Figure 1. Register map, names as in the netlist.
(8 px per um) Other sequential cells in the stronger grey, the rest of the logic in the fainter grey.
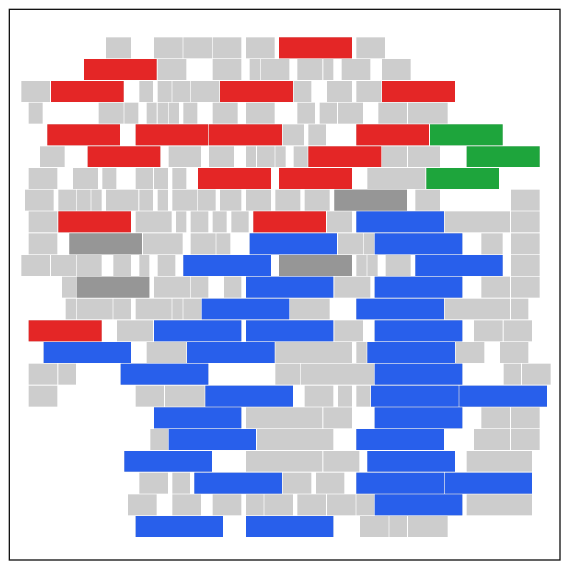
Figure 2. Cell outlines without signal wires.
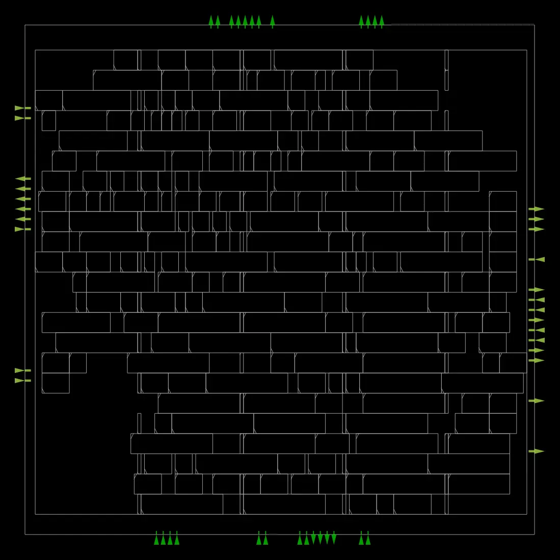
Figure 3. Wires at chosen ports, followed through buffers.
(6 px per um)
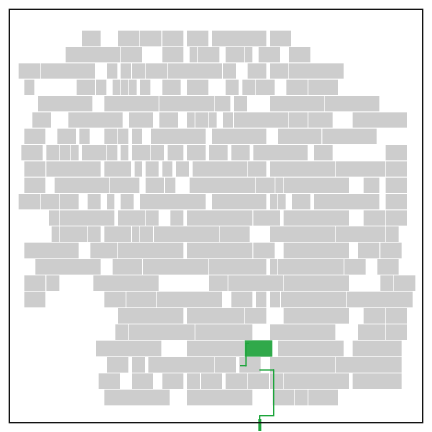
Figure 4. Wiring by layer.
(6 px per um) Two of the layers only.
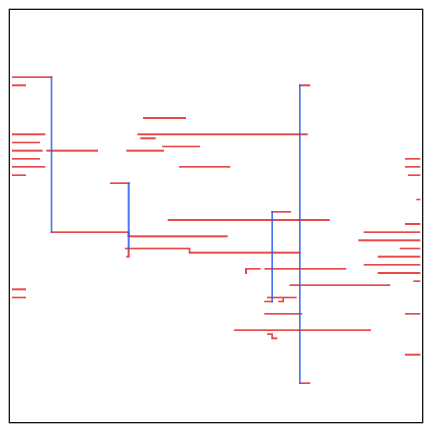
Figure 5. Signal metal coverage by tile.
(6 px per um) The die is cut into 14 by 14 equal tiles; dark blue is low, red is high, scaled to the fullest tile. Values are wire area over tile area, all layers added.
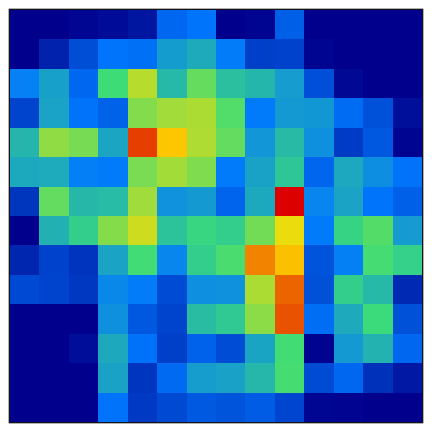
### config.mk
export PLATFORM = sky130hd
export DESIGN_NAME = or_result_fifo
export DESIGN_NICKNAME = d
export VERILOG_FILES = /design/src/rtl/or_result_fifo.sv
export SDC_FILE = /design/constraint.sdc
export NUM_CORES = 1
export LEC_CHECK = 0
export CAP_MARGIN = 0
export CORE_MARGIN = 1
export CORE_UTILIZATION = 55
export DETAILED_ROUTE_END_ITERATION = 7
export GPL_ROUTABILITY_DRIVEN = 0
export PLACE_DENSITY = 0.92
export SLEW_MARGIN = 20
export SYNTH_ARGS = -nofsm -noshare
export SYNTH_HDL_FRONTEND = slang
export SYNTH_SLANG_ARGS = --single-unit
export TNS_END_PERCENT = 30
### constraint.sdc
create_clock -name clk -period 5.67 [get_ports clk]
set_input_delay 0.8505 -clock clk [delete_from_list [all_inputs] [get_ports clk]]
set_output_delay 0.8505 -clock clk [all_outputs]
set_load 0.01 [all_outputs]
### src/rtl/or_result_fifo.sv
// or_result_fifo: accepts operand pairs and queues their bitwise OR in a DEPTH-entry FIFO.
module or_result_fifo #(
    parameter int WIDTH = 8,
    parameter int DEPTH = 4
) (
    input  logic                     clk,
    input  logic                     rst,
    input  logic                     in_valid,
    output logic                     in_ready,
    input  logic [WIDTH-1:0]         a,
    input  logic [WIDTH-1:0]         b,
    output logic                     out_valid,
    input  logic                     out_ready,
    output logic [WIDTH-1:0]         out_data,
    output logic                     out_zero,
    output logic [$clog2(DEPTH):0]   level,
    output logic [15:0]              accept_cnt
);
    localparam int AW = $clog2(DEPTH);
    localparam logic [AW:0] FULL = (AW+1)'(DEPTH);
    logic [WIDTH-1:0] mem [DEPTH];
    logic [AW-1:0] wptr, rptr;
    logic push, pop;
    always_comb begin
        in_ready = level != FULL;
        out_valid = level != '0;
        push = in_valid && in_ready;
        pop = out_valid && out_ready;
        out_data = mem[rptr];
        out_zero = out_valid && out_data == '0;
    end
    always_ff @(posedge clk or negedge rst)
        if (!rst) begin
            wptr <= '0;
            rptr <= '0;
            level <= '0;
            accept_cnt <= '0;
        end else begin
            wptr <= push ? wptr + 1'b1 : wptr;
            rptr <= pop ? rptr + 1'b1 : rptr;
            level <= push && !pop ? level + 1'b1 : pop && !push ? level - 1'b1 : level;
            accept_cnt <= push && accept_cnt != 16'hFFFF ? accept_cnt + 1'b1 : accept_cnt;
        end
    // Storage is deliberately not reset; stale entries are unreachable once level is cleared.
    always_ff @(posedge clk)
        if (push) mem[wptr] <= a | b;
endmodule

==> impl_metrics.toml <==
# implementation run metrics
[power]
ir_drop_v = 0.000352
combPwrFrac = 0.354
clkPwrFrac = 0.188

[synth]
synthArstFlopShare = 0.418
yosys_warnings = 0
ys_types = 34
logic_family = "simple AND/OR/NAND/NOR gates"

[clocking]
cts_tree = "yes"
root_buffer = "clkbuf_8"
clk_latency_ns = 0.31

[worst_setup_path]
cp_max_fo = 10
worstPathRequired_ns = 4.82
worst_r2r_path_depth = 6
setup.worst_path.end = "out_zero"

[grt]
grt.met2_usage = 0.374

[outcome]
status = "complete, no violations"

[routing]
via_per_inst = 5.81
antenna_left = 0

[timing]
fin_crit_sh = 0.641

[finish]
finalNonFillerCells = 265
## Picture notes: Figure 1
| name in the netlist | colour | placed flops |
|---|---|---|
| mem | blue | 32 |
| level | green | 3 |
| accept_cnt | red | 16 |
not coloured: 4

## Picture notes: Figure 2
sequential portion of the cell area: 0.500
# rows: 23
filler instances: 260

## Picture notes: Figure 3
| port | colour | direction | edge | end cells | buffers | wire |
|---|---|---|---|---|---|---|
| out_zero | green | output | south | 1 | 1 | 18.1 um |

## Picture notes: Figure 4
| layer | colour | wire length |
|---|---|---|
| M4 | blue | 101 um |
| M3 | red | 331 um |

## Picture notes: Figure 5
fullest tile: 0.54
nearly empty tiles: 18%
tiles over half the peak: 18%
mean over tiles: 0.16
densest ninth of the die: centre
final WL: 4480 um
total number of vias: 1,539
routed len/inst: 16.9 um
Tot GR Track Use: 0.228

==> layout make-up <==
class / count / share of cell area
well taps: 50 / 0.0204
clock buffers: 7 / 0.0350
multi-input cells: 97 / 0.277
inverters: 6 / 0.00733
clock inverters: 1 / 0.00163
repair buffers: 49 / 0.158
flip-flops and latches: 55 / 0.500
==> worst reg2reg max path, stage by stage, from the launching register on <==
cell	delay, ns
dfrtp_1	0.45
or3b_1	0.53
and2_1	0.33
ha_1	0.27
inv_1	0.08
fa_1	0.40
mux2_2	0.26
==> state kept, by name, summed over array words and instances (netlist names) <==
| name | count |
|---|---|
| accept_cnt | 16 |
| level | 3 |
| mem | 32 |
| rptr | 2 |
| wptr | 2 |
